Figure 1. Wiring by layer (run 1).
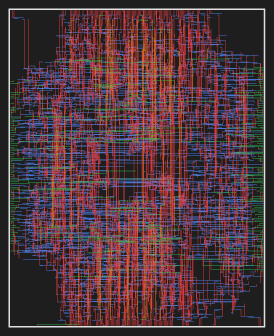
Figure 2. Metal 2 (run 1).
Cells faint in the background.
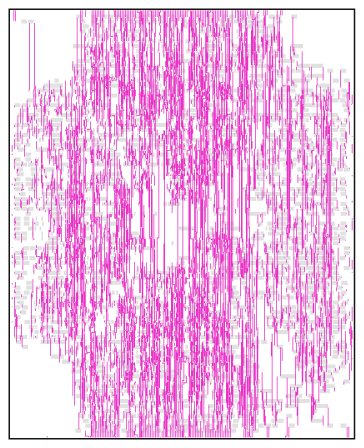
Figure 3. Met3 routing (run 1).
The bar under the picture is 50 um long. Cells faint in the background.
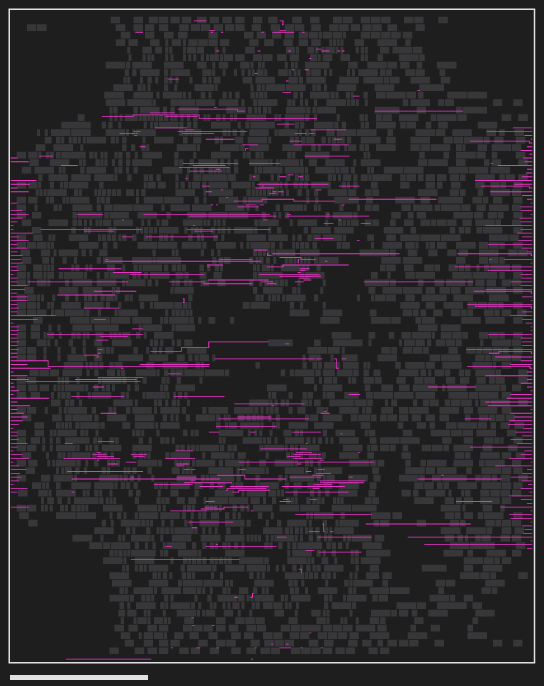
### src/rtl/cra_pkg.sv
// -----------------------------------------------------------------------------
// cra_pkg
//   Shared definitions for the sequenced ripple-carry adders.
//   - FSM state encodings (kept as plain 2-bit constants so they line up with
//     the existing encodings used by downstream logic and debug tooling).
//   - Helpers that derive the chunk count and chunk-index width from the
//     operand width N and the per-cycle slice width W.
// -----------------------------------------------------------------------------
package cra_pkg;

  localparam logic [1:0] ST_IDLE = 2'd0;
  localparam logic [1:0] ST_ADD  = 2'd1;
  localparam logic [1:0] ST_DONE = 2'd2;

  // Number of W-bit chunks an N-bit operand is split into.
  function automatic int cra_chunks(input int n, input int w);
    return n / w;
  endfunction

  // Width of the chunk index register; never narrower than one bit so a
  // single-chunk configuration still has a legal index vector.
  function automatic int cra_idxw(input int chunks);
    return (chunks > 1) ? $clog2(chunks) : 1;
  endfunction

endpackage

### src/rtl/cra_slice.sv
// -----------------------------------------------------------------------------
// cra_slice
//   W-bit purely combinational ripple-carry slice.
//   Ports:
//     cin    in   1  carry into bit 0
//     a, b   in   W  slice operands
//     s      out  W  slice sum
//     cout   out  1  carry out of bit W-1
//     c_msb  out  1  carry into bit W-1 (used for signed-overflow detection)
// -----------------------------------------------------------------------------
module cra_slice
  import cra_pkg::*;
#(
  parameter int W = 32
) (
  input  logic         cin,
  input  logic [W-1:0] a,
  input  logic [W-1:0] b,
  output logic [W-1:0] s,
  output logic         cout,
  output logic         c_msb
);

  always_comb begin
    logic c;
    c     = cin;
    s     = '0;
    c_msb = 1'b0;
    for (int unsigned i = 0; i < W; i++) begin
      if (i == W - 1) begin
        c_msb = c;
      end
      s[i] = a[i] ^ b[i] ^ c;
      c    = (a[i] & b[i]) | (c & (a[i] ^ b[i]));
    end
    cout = c;
  end

endmodule

### src/rtl/cra_seq_ctrl.sv
// -----------------------------------------------------------------------------
// cra_seq_ctrl
//   Multi-cycle wide ripple-carry adder. N-bit operands are accepted over a
//   valid/ready handshake, then summed W bits per cycle on a single cra_slice
//   instance with the inter-chunk carry held in a register. The finished sum
//   is held on s/cout with out_valid until the consumer takes it.
//
//   Parameters:
//     N  operand/result width (must be a multiple of W)
//     W  slice width processed per cycle
//
//   Ports:
//     clk        in   1  clock, rising edge
//     rst        in   1  synchronous active-high reset
//     in_valid   in   1  operands presented
//     in_ready   out  1  accepting operands (idle only)
//     cin        in   1  carry into bit 0
//     a, b       in   N  operands
//     out_valid  out  1  s/cout hold a finished result
//     out_ready  in   1  consumer takes result
//     s          out  N  registered sum
//     cout       out  1  registered carry out of bit N-1
//     busy       out  1  high while adding or holding a result
//     ovf        out  1  registered signed overflow (CRA_SEQ_OVF_EN only)
//
//   Build option:
//     CRA_SEQ_OVF_EN  when defined, adds the ovf port and register.
// -----------------------------------------------------------------------------
module cra_seq_ctrl
  import cra_pkg::*;
#(
  parameter int N = 128,
  parameter int W = 32
) (
  input  logic         clk,
  input  logic         rst,
  input  logic         in_valid,
  output logic         in_ready,
  input  logic         cin,
  input  logic [N-1:0] a,
  input  logic [N-1:0] b,
  output logic         out_valid,
  input  logic         out_ready,
  output logic [N-1:0] s,
  output logic         cout,
  output logic         busy
`ifdef CRA_SEQ_OVF_EN
  ,
  output logic         ovf
`endif
);

  localparam int CHUNKS = cra_chunks(N, W);
  localparam int IDXW   = cra_idxw(CHUNKS);
  localparam logic [IDXW-1:0] LAST_IDX = IDXW'(CHUNKS - 1);

  if ((W < 1) || (N % W != 0)) begin : g_bad_width
    $error("cra_seq_ctrl: N (%0d) must be a non-zero multiple of W (%0d)", N, W);
  end

  logic [1:0]      state_q, state_d;
  logic [N-1:0]    a_q, a_d;
  logic [N-1:0]    b_q, b_d;
  logic            carry_q, carry_d;
  logic [IDXW-1:0] idx_q, idx_d;
  logic [N-1:0]    s_q, s_d;
  logic            cout_q, cout_d;
`ifdef CRA_SEQ_OVF_EN
  logic            ovf_q, ovf_d;
  logic            sl_c_msb;
`else
  logic            sl_c_msb_unused;
`endif

  logic [W-1:0]    sl_a, sl_b, sl_s;
  logic            sl_cout;

  // Select the current chunk of the latched operands.
  always_comb begin
    sl_a = '0;
    sl_b = '0;
    for (int unsigned i = 0; i < CHUNKS; i++) begin
      if (idx_q == IDXW'(i)) begin
        sl_a = a_q[i*W +: W];
        sl_b = b_q[i*W +: W];
      end
    end
  end

  cra_slice #(
    .W (W)
  ) u_slice (
    .cin   (carry_q),
    .a     (sl_a),
    .b     (sl_b),
    .s     (sl_s),
    .cout  (sl_cout),
`ifdef CRA_SEQ_OVF_EN
    .c_msb (sl_c_msb)
`else
    .c_msb (sl_c_msb_unused)
`endif
  );

  always_comb begin
    state_d = state_q;
    a_d     = a_q;
    b_d     = b_q;
    carry_d = carry_q;
    idx_d   = idx_q;
    s_d     = s_q;
    cout_d  = cout_q;
`ifdef CRA_SEQ_OVF_EN
    ovf_d   = ovf_q;
`endif
    case (state_q)
      ST_IDLE: begin
        if (in_valid) begin
          a_d     = a;
          b_d     = b;
          carry_d = cin;
          idx_d   = '0;
          s_d     = '0;
`ifdef CRA_SEQ_OVF_EN
          ovf_d   = 1'b0;
`endif
          state_d = ST_ADD;
        end
      end
      ST_ADD: begin
        for (int unsigned i = 0; i < CHUNKS; i++) begin
          if (idx_q == IDXW'(i)) begin
            s_d[i*W +: W] = sl_s;
          end
        end
        carry_d = sl_cout;
        idx_d   = idx_q + IDXW'(1);
        if (idx_q == LAST_IDX) begin
          cout_d  = sl_cout;
`ifdef CRA_SEQ_OVF_EN
          // Overflow: carry into the top bit differs from carry out of it.
          ovf_d   = sl_c_msb ^ sl_cout;
`endif
          state_d = ST_DONE;
        end
      end
      ST_DONE: begin
        if (out_ready) begin
          state_d = ST_IDLE;
        end
      end
      default: state_d = ST_IDLE;
    endcase
  end

  always_ff @(posedge clk) begin
    if (rst) begin
      state_q <= ST_IDLE;
      a_q     <= '0;
      b_q     <= '0;
      carry_q <= 1'b0;
      idx_q   <= '0;
      s_q     <= '0;
      cout_q  <= 1'b0;
`ifdef CRA_SEQ_OVF_EN
      ovf_q   <= 1'b0;
`endif
    end else begin
      state_q <= state_d;
      a_q     <= a_d;
      b_q     <= b_d;
      carry_q <= carry_d;
      idx_q   <= idx_d;
      s_q     <= s_d;
      cout_q  <= cout_d;
`ifdef CRA_SEQ_OVF_EN
      ovf_q   <= ovf_d;
`endif
    end
  end

  assign in_ready  = (state_q == ST_IDLE);
  assign out_valid = (state_q == ST_DONE);
  assign busy      = (state_q == ST_ADD) || (state_q == ST_DONE);
  assign s         = s_q;
  assign cout      = cout_q;
`ifdef CRA_SEQ_OVF_EN
  assign ovf       = ovf_q;
`endif

endmodule
### config.mk
export PLATFORM = sky130hd
export DESIGN_NAME = cra_seq_ctrl
export DESIGN_NICKNAME = d
export VERILOG_FILES = /design/src/rtl/cra_pkg.sv /design/src/rtl/cra_slice.sv /design/src/rtl/cra_seq_ctrl.sv
export SDC_FILE = /design/constraint.sdc
export NUM_CORES = 1
export LEC_CHECK = 0
export CORE_ASPECT_RATIO = 1.25
export CORE_MARGIN = 2
export CORE_UTILIZATION = 40
export DETAILED_ROUTE_END_ITERATION = 8
export GPL_ROUTABILITY_DRIVEN = 0
export GPL_TIMING_DRIVEN = 0
export PLACE_DENSITY = 0.66
export SLEW_MARGIN = 10
export SYNTH_ARGS = -nofsm -noshare
export SYNTH_HDL_FRONTEND = slang
export SYNTH_HIERARCHICAL = 1
export SYNTH_SLANG_ARGS = --single-unit
### constraint.sdc
create_clock -name clk -period 42.7 [get_ports clk]
set_input_delay 8.54 -clock clk [delete_from_list [all_inputs] [get_ports clk]]
set_output_delay 8.54 -clock clk [all_outputs]
set_load 0.005 [all_outputs]
==> qor.csv, run 1 <==
stage;metric;value;unit
floorplanning;I/O pin count;393;
layout;most numerous logic cells after layout;nand2_1 (580), clkdlybuf4s50_1 (391), dfxtp_1 (390);
layout;Clock-cell share;0.0554;
detailed_routing;Via Count;16100;
cts;CTS Buf Count;40;
detailed_routing;drt drc;0;
global_routing;total grt overflow;0;
yosys;mean post-synth cell area;8.27;um^2
yosys;Post-Synth XOR/XNOR Area;0.000508;
global_routing;GRT busiest layer;met2;
worst_setup_path;Crit. Startpoint;idx_q[0];
layout;non-clock buffer count;561;
global_routing;gr usage total;0.267;
cts;CTS resizes;0;
yosys;library cells used by synthesis;31;
yosys;ys flops;390;
sta;worst hold slack;0.455;ns
yosys;most common cell in the netlist;nand2_1;
detailed_routing;via/cell ratio;5.17;
worst_setup_path;delay-heaviest family, CP;adder cells;
layout;most instantiated logic cell after routing;nand2_1;
sta;Final min period;15.26;ns
sta;Slew @ Worst Pin;0.668;ns
yosys;Mapped Nets;2388;
detailed_routing;post-DR wirelength/cell;19.6;um
worst_setup_path;r2r setup slk;27.44;ns
floorplanning;total core area;0.0429;mm^2
layout;sequential share of cell area;0.337;
run_status;status;completed;
detailed_routing;top layer in use;met4;
detailed_routing;DR WL met3;3810;um
worst_setup_path;CP endpoint;s[63];
sta;RSZ-0062 raised after global routing;no;
worst_setup_path;most frequent CP cell;fa_1;
yosys;main flop type;dfxtp_1;
worst_setup_path;Critical Path Stages;45;
worst_setup_path;critical path capture point type;register;
detailed_routing;first drt pass iteration count;6;
power;Clock power frac;0.289;
worst_setup_path;CP max FO;10;
floorplanning;cell row count;85;
yosys;Gate Count Post-Synth;2087;
-- Figure 1 (at the start) --
| layer | color | wire length |
|---|---|---|
| metal 1 | blue | 23.9 mm |
| metal 3 | green | 3820 um |
| metal 4 | orange | 3260 um |
| metal 2 | red | 29.9 mm |

-- Figure 2 (at the start) --
share of all routed wire: 49%
wire length on this layer: 29.9 mm
main direction: vertical
nets with wire on the layer: 2415

-- Figure 3 (at the start) --
main direction: horizontal
wire length on this layer: 3820 um
longest straight run: 58.2 um

==> run 1 -> run 2 <==
Settings changed: PLACE_DENSITY 0.66 to 0.69.
Clock period 42.7 ns to 13.44 ns, I/O delays scaled along.
==> qor.csv, run 2 <==
stage;metric;value;unit
run_status;status;completed;
worst_setup_path;Crit. Startpoint;idx_q[0];
floorplanning;cell row count;85;
yosys;Post-Synth XOR/XNOR Area;0.000508;
sta;Final min period;13.25;ns
detailed_routing;top layer in use;met4;
detailed_routing;drt drc;0;
cts;CTS resizes;67;
worst_setup_path;Critical Path Stages;45;
yosys;Gate Count Post-Synth;2087;
detailed_routing;Via Count;16100;
worst_setup_path;CP endpoint;s[127];
yosys;library cells used by synthesis;31;
power;Clock power frac;0.291;
sta;Slew @ Worst Pin;0.693;ns
floorplanning;I/O pin count;393;
worst_setup_path;delay-heaviest family, CP;adder cells;
detailed_routing;via/cell ratio;5.16;
cts;CTS Buf Count;40;
yosys;main flop type;dfxtp_1;
layout;non-clock buffer count;571;
layout;most instantiated logic cell after routing;nand2_1;
worst_setup_path;r2r setup slk;0.19;ns
worst_setup_path;most frequent CP cell;fa_2;
global_routing;total grt overflow;0;
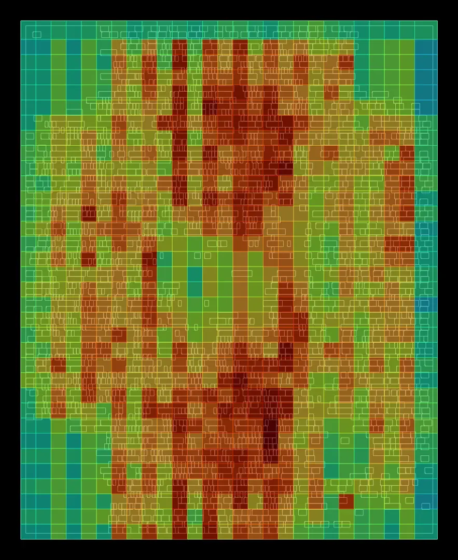
Figure 4: run 2, congestion heat map.
gr usage total: 0.268
met3 usage: 0.0369
post-DR wirelength/cell: 19.6 um

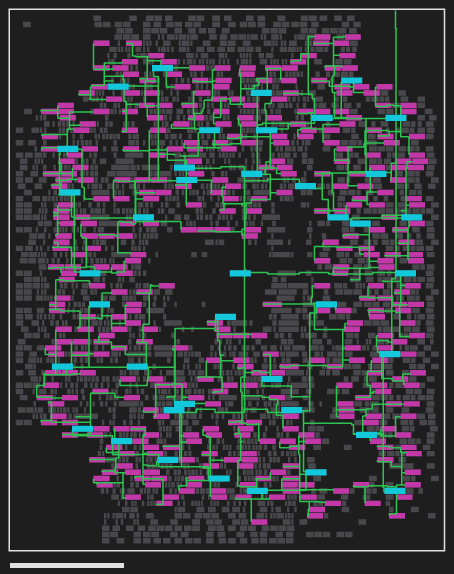
Figure 5: run 2, routed clock nets over the placement.
The bar under the picture is 50 um long.
[flip-flops] magenta | count: 390
[clock wires] green | length: 4820 um
[clock drivers] cyan | count: 40
routed clock nets: 41

No activity file was given, so power comes from the tool's default toggle rates.
